--- src/rtl/seq_calculator.sv ---
// Sign-magnitude sequential ALU: add/sub in one compute step, iterative
// shift-add multiply and restoring divide over W steps, Start/Busy/Done.
//
// Ports:
//   Clk, Rst_n          clock, async active-low reset
//   Start, Sel          request and op (00 add, 01 sub, 10 mul, 11 div)
//   A, B, Sign_A/B      operand magnitudes and signs (1 = negative)
//   Busy, Done          in-progress flag, one-cycle completion pulse
//   Out, Out_sign       result magnitude and sign
//   R, R_sign           remainder magnitude and sign (div only)
//   Ovf, Div_zero       add/sub carry or mul high half nonzero; div by 0
module seq_calculator #(
    parameter int W = 8
) (
    input  logic         Clk,
    input  logic         Rst_n,
    input  logic         Start,
    input  logic [1:0]   Sel,
    input  logic [W-1:0] A,
    input  logic [W-1:0] B,
    input  logic         Sign_A,
    input  logic         Sign_B,
    output logic         Busy,
    output logic         Done,
    output logic [W-1:0] Out,
    output logic         Out_sign,
    output logic [W-1:0] R,
    output logic         R_sign,
    output logic         Ovf,
    output logic         Div_zero
);

    localparam int CNT_W = $clog2(W) + 1;

    typedef enum logic [1:0] {
        IDLE,
        CALC,
        DONE
    } state_t;

    state_t st;

    logic [CNT_W-1:0] cnt;
    logic [W-1:0]     a_r;
    logic [W-1:0]     b_r;
    logic             sa_r;
    logic             sb_r;
    logic [1:0]       sel_r;

    logic [2*W-1:0]   prod;
    logic [W-1:0]     quo;
    logic [W-1:0]     rem;

    // Add/sub datapath on captured operands
    logic             sb_eff;
    logic [W:0]       add_sum;
    logic [W-1:0]     add_out;
    logic             add_sign;
    logic             add_ovf;

    always_comb begin
        sb_eff   = sel_r[0] ? ~sb_r : sb_r;
        add_sum  = {1'b0, a_r} + {1'b0, b_r};
        add_out  = '0;
        add_sign = 1'b0;
        add_ovf  = 1'b0;
        if (sa_r == sb_eff) begin
            add_out  = add_sum[W-1:0];
            add_ovf  = add_sum[W];
            add_sign = sa_r;
        end else if (a_r >= b_r) begin
            add_out  = a_r - b_r;
            add_sign = sa_r;
        end else begin
            add_out  = b_r - a_r;
            add_sign = sb_eff;
        end
        if (add_out == '0) begin
            add_sign = 1'b0;
        end
    end

    // One shift-add step: multiplier sits in the low half of prod and is
    // consumed LSB first while partial sums enter from the top.
    logic [W:0]       mul_sum;
    logic [2*W-1:0]   prod_nx;

    always_comb begin
        mul_sum = {1'b0, prod[2*W-1:W]} + (prod[0] ? {1'b0, a_r} : '0);
        prod_nx = {mul_sum, prod[W-1:1]};
    end

    // One restoring-division step: dividend bits shift out of quo's MSB
    // into rem, and quotient bits shift in at quo's LSB.
    logic [W:0]       div_t;
    logic [W-1:0]     rem_nx;
    logic [W-1:0]     quo_nx;

    always_comb begin
        div_t = {rem, quo[W-1]};
        if (div_t >= {1'b0, b_r}) begin
            rem_nx = W'(div_t - {1'b0, b_r});
            quo_nx = {quo[W-2:0], 1'b1};
        end else begin
            rem_nx = div_t[W-1:0];
            quo_nx = {quo[W-2:0], 1'b0};
        end
    end

    // cnt == 0 is the staging cycle that loads the iterative registers;
    // add/sub and div-by-zero finish on the following cycle.
    logic is_short;
    logic last;

    always_comb begin
        is_short = ~sel_r[1] | (sel_r[0] & (b_r == '0));
        last     = is_short ? (cnt == CNT_W'(1)) : (cnt == CNT_W'(W));
    end

    always_ff @(posedge Clk or negedge Rst_n) begin
        if (!Rst_n) begin
            st       <= IDLE;
            cnt      <= '0;
            a_r      <= '0;
            b_r      <= '0;
            sa_r     <= 1'b0;
            sb_r     <= 1'b0;
            sel_r    <= 2'b00;
            prod     <= '0;
            quo      <= '0;
            rem      <= '0;
            Busy     <= 1'b0;
            Done     <= 1'b0;
            Out      <= '0;
            Out_sign <= 1'b0;
            R        <= '0;
            R_sign   <= 1'b0;
            Ovf      <= 1'b0;
            Div_zero <= 1'b0;
        end else begin
            Done <= 1'b0;
            unique case (st)
                IDLE, DONE: begin
                    if (Start) begin
                        a_r   <= A;
                        b_r   <= B;
                        sa_r  <= Sign_A;
                        sb_r  <= Sign_B;
                        sel_r <= Sel;
                        cnt   <= '0;
                        Busy  <= 1'b1;
                        st    <= CALC;
                    end else begin
                        st <= IDLE;
                    end
                end
                CALC: begin
                    cnt <= cnt + CNT_W'(1);
                    if (cnt == '0) begin
                        prod <= {{W{1'b0}}, b_r};
                        quo  <= a_r;
                        rem  <= '0;
                    end else begin
                        prod <= prod_nx;
                        quo  <= quo_nx;
                        rem  <= rem_nx;
                    end
                    if (last) begin
                        st       <= DONE;
                        Busy     <= 1'b0;
                        Done     <= 1'b1;
                        Ovf      <= 1'b0;
                        Div_zero <= 1'b0;
                        R        <= '0;
                        R_sign   <= 1'b0;
                        unique case (sel_r)
                            2'b00, 2'b01: begin
                                Out      <= add_out;
                                Out_sign <= add_sign;
                                Ovf      <= add_ovf;
                            end
                            2'b10: begin
                                Out      <= prod_nx[W-1:0];
                                Out_sign <= (sa_r ^ sb_r) & (|prod_nx[W-1:0]);
                                Ovf      <= |prod_nx[2*W-1:W];
                            end
                            default: begin
                                if (b_r == '0) begin
                                    Out      <= '0;
                                    Out_sign <= 1'b0;
                                    Div_zero <= 1'b1;
                                end else begin
                                    Out      <= quo_nx;
                                    Out_sign <= (sa_r ^ sb_r) & (|quo_nx);
                                    R        <= rem_nx;
                                    R_sign   <= sa_r & (|rem_nx);
                                end
                            end
                        endcase
                    end
                end
                default: st <= IDLE;
            endcase
        end
    end

endmodule

--- config.mk ---
export PLATFORM = sky130hd
export DESIGN_NAME = seq_calculator
export DESIGN_NICKNAME = d
export VERILOG_FILES = /design/src/rtl/seq_calculator.sv
export SDC_FILE = /design/constraint.sdc
export NUM_CORES = 1
export LEC_CHECK = 0
export CORE_MARGIN = 2
export CORE_UTILIZATION = 46
export DETAILED_ROUTE_END_ITERATION = 10
export PLACE_DENSITY = 0.66
export SLEW_MARGIN = 10
export SYNTH_ARGS = -nofsm -noshare
export SYNTH_HDL_FRONTEND = slang
export SYNTH_SLANG_ARGS = --single-unit
--- constraint.sdc ---
create_clock -name Clk -period 4.5 [get_ports Clk]
set_clock_uncertainty 0.15 [all_clocks]
set_input_delay 0.45 -clock Clk [delete_from_list [all_inputs] [get_ports Clk]]
set_output_delay 0.45 -clock Clk [all_outputs]
set_load 0.005 [all_outputs]
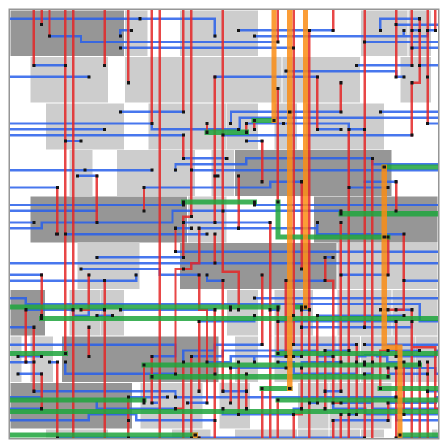
Figure 1: run 1, layout detail.
Region (43, 43) to (68, 68) um. Cells in grey, sequential cells in the stronger grey; small squares are vias.
[metal 3] green
[metal 2] red
[metal 4] orange
[metal 1] blue
netlist names of flops here include: prod (3), b_r (2)
most frequent: ha_1 (7), dfrtp_1 (7), o21ai_0 (6)
cells with their middle in the window: 41
sequential cells in the window: 7

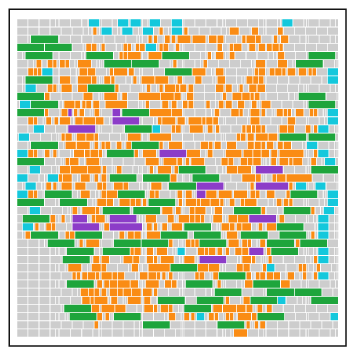
Figure 2: run 1, placement by cell class.
(3 px per um) Fill, decap, tap and diode cells in grey.
[clock drivers and dummy loads] purple | cells: 16 | share of their area: 5.5%
[flops] green | cells: 80 | share of their area: 33%
[other buffers and delay cells] cyan | cells: 49 | share of their area: 7.9%
[combinational and other logic] orange | cells: 494 | share of their area: 54%
Final Cell Area: 6231 um^2
Final Util: 54.80%
site row count: 39

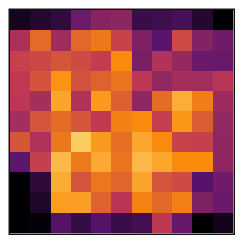
Figure 3: run 1, local utilization.
(2 px per um) 11 x 11 tiles, from black (low) to pale yellow (high), 0 to 100% covered.
nearly empty tiles: 5.0%
mean over tiles: 49%
tiles over 75% full: 13%
fullest tile: 89%

run 1: cells by family (layout without fill, tap and decap cells):
family / after synthesis / in the layout
compound gates: 181 / 181
xor+xnor: 13 / 13
fa+ha+maj: 46 / 46
buf+inv: 62 / 100
flops: 80 / 80
mux: 23 / 23
simple gates: 196 / 196
run 1: flip-flops by register name, indices dropped and copies added (netlist names), 2 cells and up:
signal,cells
Out,8
R,8
a_r,8
b_r,8
cnt,4
prod,16
quo,8
rem,8
sel_r,2
st,2
run 1: cell usage after synthesis (all sizes together), types with 3 or more instances:
cell,number,area [um^2]
a221oi,5,50.04
o21bai,3,22.52
nor3,8,40.04
nand3,9,45.04
a21o,10,75.07
or3,3,18.77
o41ai,3,26.28
nand4b,3,26.28
o211ai,6,45.04
and2,12,75.07
dfrtp,80,2002
a2111oi,5,43.79
o31ai,10,75.07
nor2b,12,75.07
nand4,8,50.05
inv,34,127.6
a221o,5,50.05
fa,5,100.1
o21a,4,30.03
nand2,87,326.6
xnor2,6,52.55
nor4,7,43.79
o21ai,80,400.4
nor2,29,108.9
a21oi,17,85.08
clkbuf,24,90.09
a31oi,9,56.30
ha,41,513.0
a211oi,6,45.04
a22o,3,26.28
or4,3,22.52
mux2i,23,230.2
buf,3,13.76
xor2,5,43.79
and3,4,25.02
nand2b,4,25.02
run 1: per-layer routing:
metal / vias up / GRT usage, % / wire length [um]
met5: - / 0 / 0
met4: 0 / 6.914 / 336
met3: 27 / 6.424 / 1125
met2: 165 / 40.04 / 7025
met1: 2252 / 33.99 / 6597
li1: 2240 / - / -
run 1: worst register-to-register path, stage by stage, from the launching register on:
cell	delay, ps
dfrtp_1	500
inv_1	190
ha_1	340
nor2b_1	150
o31a_1	270
o41a_1	430
o21ai_0	250
nand2_1	360
a221o_1	390
a22o_1	170
run 1: layout make-up:
cell class	count	area share, %
inverters	35	2.108
clock buffers	12	4.116
multi-input cells	459	49.92
flip-flops and latches	80	32.13
clock inverters	4	1.225
well taps	143	2.871
repair buffers	49	7.631
run 1: per-stage QoR:
stage / setup slack [ps] / hold slack (ps)
2_1_floorplan: 1508 / 4.409
3_3_place_gp: 1292 / 311.8
3_5_place_dp: 1172 / 316.7
4_1_cts: 1174 / 183.6
5_1_grt: 991.9 / 224.6
6_report: 1189 / 121.7
run 1: worst paths after layout:
| kind | end | slack [ps] | cells after the start |
|---|---|---|---|
| worst max-delay path | Out[0] | 1190 | 9 |
| worst min-delay path | a_r[7] | 120 | 1 |
| worst max register to register | Out[0] | 1190 | 9 |
| worst min register to register | prod[15] | 330 | 2 |
| max in group asynchronous | a_r[3] | 3420 | 1 |
| min in group Clk | prod[15] | 330 | 2 |
==> GITHUB_STEP_SUMMARY, run 1 <==
## Implementation flow summary

| Metric | Value |
|---|---|
| Most used flip-flop cell | dfrtp_1 |
| GRT Total Usage | 25.05% |
| # H-tree levels | 3 |
| # port buffers | 44 |
| WP data required | 4580 ps |
| First-pass GRT wire length | 24.82 mm |
| Crit end category | register |
| F_max | 302.0 MHz |
| Initial drt markers | 304 |
| N_diodes | 0 |
| Inst Count DP | 766 |
| Synth Warn # | 0 |
| Worst-Margin Slew | 1011 ps |
| Final routed DRC violation total | 0 |
| RSZ-0062 raised after global routing | no |
| Syn Area/Cell | 8.885 um^2 |
| Non-Filler Instances | 782 |
| Final-report setup violation count | 0 |
| Init Core Util | 46.97% |
| Critical path class | register to register |
| Fin nets | 703 |
| Clk root buf | clkbuf_16 |
| Cts repair resizes | 0 |
| Worst path arrival time | 3400 ps |
| Worst reg2reg startpoint | b_r[1] |
| Core area | 11370 um^2 |
| TritonCTS buffer count | 9 |
| Worst path slowest cell | dfrtp_1 |
| Compound Share, Synth | 21.93% |
| Final period utilization | 73.59% |
| CP Launch Type | register |
| Crit. Startpoint | b_r[1] |
| Fillers | 1023 |
| Antenna Nets Post-Route | 0 |
| Worst min path class | input pin to async pin |
| Dominant comb cell | AND-OR/OR-AND gates |
| Vias per inst | 5.990 |
| Vertical die size | 111.7 um |
| Worst-path clk slew | 60 ps |
| Fin crit period | 3312 ps |
| Register Area | 2002 um^2 |
| Postcts setup bufs | 0 |
| Worst skew pair latency | 350 ps |
| Synth unique cells | 59 |
| Simple share | 17.71% |
| Yosys reg bits | 80 |
| Clock Path Buffers | 2 |
| Hold_buf cts | 0 |
| Worst-path maximum fanout | 11 |
| Post-synth EDFFs | 0 |
| CP max stage delay | 500 ps |
| Vias post-DR | 4684 |
| HPWL after DPL | 11.39 mm |
| MUX area fraction | 4.311% |
| TritonCTS clock tree | yes |
| Fraction of registers with async set/reset | 100.0% |
| Vias in the first global route | 4637 |
| OpenROAD warnings | 42 |
| GPL Wtd Cong | 0.9167 |
| CP Cell Sequence | inv_1 -> ha_1 -> nor2b_1 -> o31a_1 -> o41a_1 -> o21ai_0 -> nand2_1 -> a221o_1 -> a22o_1 |
| Post-synthesis sequential area ratio | 37.49% |
| FA/HA/MAJ Cells, Area Fraction | 11.48% |
| Worst relative slew slack | 32.57% |
| DP Area | 5898 um^2 |
| Number of cells in Yosys stat | 601 |
| IO Pins | 45 |
| Initial antenna violation count | 0 |
| Syn Std Cell Area | 5340 um^2 |
| Drt first pass iters | 5 |
| Yosys stat chip area | 5340 um^2 |
| Chip area | 12490 um^2 |
| GR Overflow Total | 0 |
| Outcome | finished, final reports clean |
| Delay-heaviest family, CP | AND-OR/OR-AND gates |
| Yosys xor share | 2.671% |
| Most frequent cells in the layout | nand2_1 (87), dfrtp_1 (80), o21ai_0 (80) |
| Pins Over Slew Limit | 0 |
| Commonest Layout Cell | nand2_1 |
| Die width | 111.7 um |
| Largest net degree at the start of global routing | 81 |
| Clock sink count | 80 |
| Avg WL per Cell | 19.29 um |
| Routed WL | 15.08 mm |
| Share of cells above drive strength 1 | 4.382% |
| Area growth, synth to finish | 16.68% |
| CP Buf/Inv Count | 1 |
| Comb. cell area | 3110 um^2 |
| Final setup TNS | 0 ps |
| MaxCap Viol Count | 0 |
| Syn_nets | 670 |
| Cells after synthesis | 601 |
| Final Hold Fails | 0 |
==> run 2: changes to the inputs <==
--- a/config.mk
+++ b/config.mk
@@ -8,7 +8,7 @@
 export CORE_MARGIN = 2
 export CORE_UTILIZATION = 46
 export DETAILED_ROUTE_END_ITERATION = 10
-export PLACE_DENSITY = 0.66
+export PLACE_DENSITY = 0.68
 export SLEW_MARGIN = 10
 export SYNTH_ARGS = -nofsm -noshare
 export SYNTH_HDL_FRONTEND = slang
==> constraint.sdc (replaced) <==
create_clock -name Clk -period 2.95 [get_ports Clk]
set_clock_uncertainty 0.15 [all_clocks]
set_input_delay 0.295 -clock Clk [delete_from_list [all_inputs] [get_ports Clk]]
set_output_delay 0.295 -clock Clk [all_outputs]
set_load 0.005 [all_outputs]
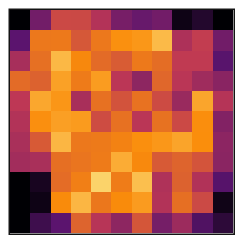
Figure 4: run 2, local utilization.
(2 px per um) 11 x 11 tiles, from black (low) to pale yellow (high), 0 to 100% covered.
nearly empty tiles: 4.1%
fullest tile: 91%
mean over tiles: 54%
tiles over 75% full: 19%
Init Core Util: 46.97%
Final Util: 60.59%
core area: 11370 um^2

==> run 2 against run 1 <==
- worst hold slack better by 210 ps
- cell count is 8.4% higher
- final area is 11% higher
- register-to-register slack worse by 1200 ps
- fmax is 12% higher
- utilization is 5.8 points higher
- global-route usage is 1.5 points higher
- critical path type unchanged
==> GITHUB_STEP_SUMMARY, run 2 <==
## Implementation flow summary

| Metric | Value |
|---|---|
| Outcome | finished, final reports clean |
| Yosys stat chip area | 5340 um^2 |
| Synth unique cells | 59 |
| Post-synthesis sequential area ratio | 37.49% |
| Initial drt markers | 341 |
| Yosys xor share | 2.671% |
| Syn Area/Cell | 8.885 um^2 |
| Worst-path clk slew | 60 ps |
| Die width | 111.7 um |
| Number of cells in Yosys stat | 601 |
| Count leader, synth | nand2_1 |
| Post-synth EDFFs | 0 |
| Most used flip-flop cell | dfrtp_1 |
| FA/HA/MAJ Cells, Area Fraction | 11.48% |
| # H-tree levels | 3 |
| Worst-Margin Slew | 737.4 ps |
| DP Area | 6342 um^2 |
| Yosys reg bits | 80 |
| Critical path class | register to register |
| Area leader share | 37.49% |
| Fin nets | 770 |
| Most frequent cells in the layout | nand2_1 (87), o21ai_0 (77), dfrtp_1 (75) |
| Worst-case reg-to-reg path depth | 12 |
| Hold_ws | 330.4 ps |
| Top area cell types | dfrtp_1 (37%), ha_1 (9.6%), o21ai_0 (7.5%), nand2_1 (6.1%), mux2i_1 (4.3%) |
| Clock sink count | 80 |
| IO Pins | 45 |
| Final period utilization | 99.92% |
| Dominant cell type by area after synthesis | dfrtp_1 |
| Most flop-heavy register | prod |
| Fin crit period | 2948 ps |
| MaxCap Viol Count | 0 |
| Worst-path maximum fanout | 4 |
| GRT Total Usage | 26.55% |
| Routed WL | 16.10 mm |
| CP Launch Type | register |
| Synth Warn # | 0 |
| # port buffers | 44 |
| OpenROAD warnings | 43 |
| Syn Std Cell Area | 5340 um^2 |
| TritonCTS buffer count | 9 |
| Pins Over Slew Limit | 0 |
| Vias in the first global route | 5003 |
| Hold Path Depth | 2 |
| Vias post-DR | 4898 |
| Syn_nets | 670 |
| Clock Path Buffers | 2 |
| WP data required | 3020 ps |
| Initial antenna violation count | 0 |
| Fillers | 1002 |
| Avg WL per Cell | 18.99 um |
| RSZ-0062 raised after global routing | yes |
| Antenna Nets Post-Route | 0 |
| Worst min path class | register to register |
| Fraction of registers with async set/reset | 100.0% |
| Worst skew pair latency | 350 ps |
| F_max | 339.3 MHz |
| Vertical die size | 111.7 um |
| Crit end category | register |
| GPL Wtd Cong | 0.8940 |
| Compound Share, Synth | 21.93% |
| TritonCTS clock tree | yes |
| Clk root buf | clkbuf_16 |
| N_diodes | 0 |
| Worst relative slew slack | 50.84% |
| Site row count | 39 |
| Chip area | 12490 um^2 |
| Number of flip-flops under the largest register name | 16 |
| Cells after synthesis | 601 |
| Vias per inst | 5.776 |
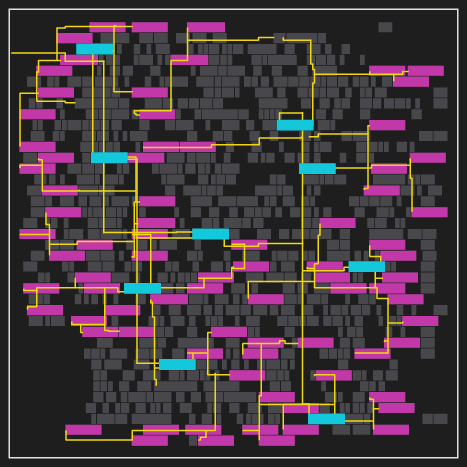
Figure 5: run 2, clock network drawn from the DEF.
(4 px per um)
[clock wires] yellow | length: 1220 um
[flip-flops] magenta | count: 80
[clock drivers] cyan | count: 9
flops lie: widely spread

## run 2: cell counts after synthesis
No cell type changed its count.
## run 2: logic make-up after synthesis
kind of cell             count (synthesis)
buffers and inverters                   62
XOR/XNOR                                13
adder cells (fa/ha/maj)                 46
flip-flops                              80
AND-OR/OR-AND                          181
multiplexers                            23
AND/OR/NAND/NOR                        196
## run 2: what timing repair did
action                     4_1_cts  5_1_grt
resized                          9       30
pin swaps                        1       18
setup endpoints to repair        2       19
gates cloned                     0        0
hold endpoints to repair        55        0
buffers inserted                 1        6
hold buffers                     1        0
## run 2: layer usage
metal | vias up | GRT usage (%) | wire [um]
met4 | 0 | 11.52 | 557
met5 | - | 0 | 0
met2 | 162 | 42.14 | 7413
met1 | 2325 | 35.67 | 7148
li1 | 2374 | - | -
met3 | 37 | 4.954 | 979
## run 2: metrics by stage
| step | cells | setup WS, ps |
|---|---|---|
| CTS | 842 | 6.640 |
| finish | 848 | 2.421 |
| detailed placement | 825 | -693.4 |
| global route | 848 | -51.48 |
| floorplan | 601 | 14.49 |
| global placement | 825 | -687.5 |
## run 2: worst paths after layout
| path | startpoint | to | slack [ps] |
|---|---|---|---|
| worst max register to register | prod[0] | Ovf | 2 |
| min in group asynchronous | Rst_n | cnt[2] | 380 |
| max in group asynchronous | Rst_n | Busy | 1580 |
| worst max-delay path | prod[0] | Ovf | 2 |
| worst min register to register | Out[1] | Out[1] | 330 |
| worst min-delay path | Out[1] | Out[1] | 330 |
## run 2: layout make-up
class	count	area (um^2)	area share, %
tap	143	178.9	2.597
multi-input combinational	459	3269	47.46
clock buffer	11	242.7	3.523
timing repair buffer	116	980.9	14.24
clock inverter	4	77.57	1.126
inverter	35	131.4	1.907
sequential	80	2008	29.15
## run 2: critical path, stage by stage, from the launching register on
cell and delay [ps]:
dfrtp_2 440, and2_4 180, ha_4 160, inv_2 60, fa_2 210, nor2b_2 50, o21a_1 210, or3_4 340
a211oi_2 200, o211ai_1 170, a2111oi_4 410, buf_4 190, o41ai_2 50
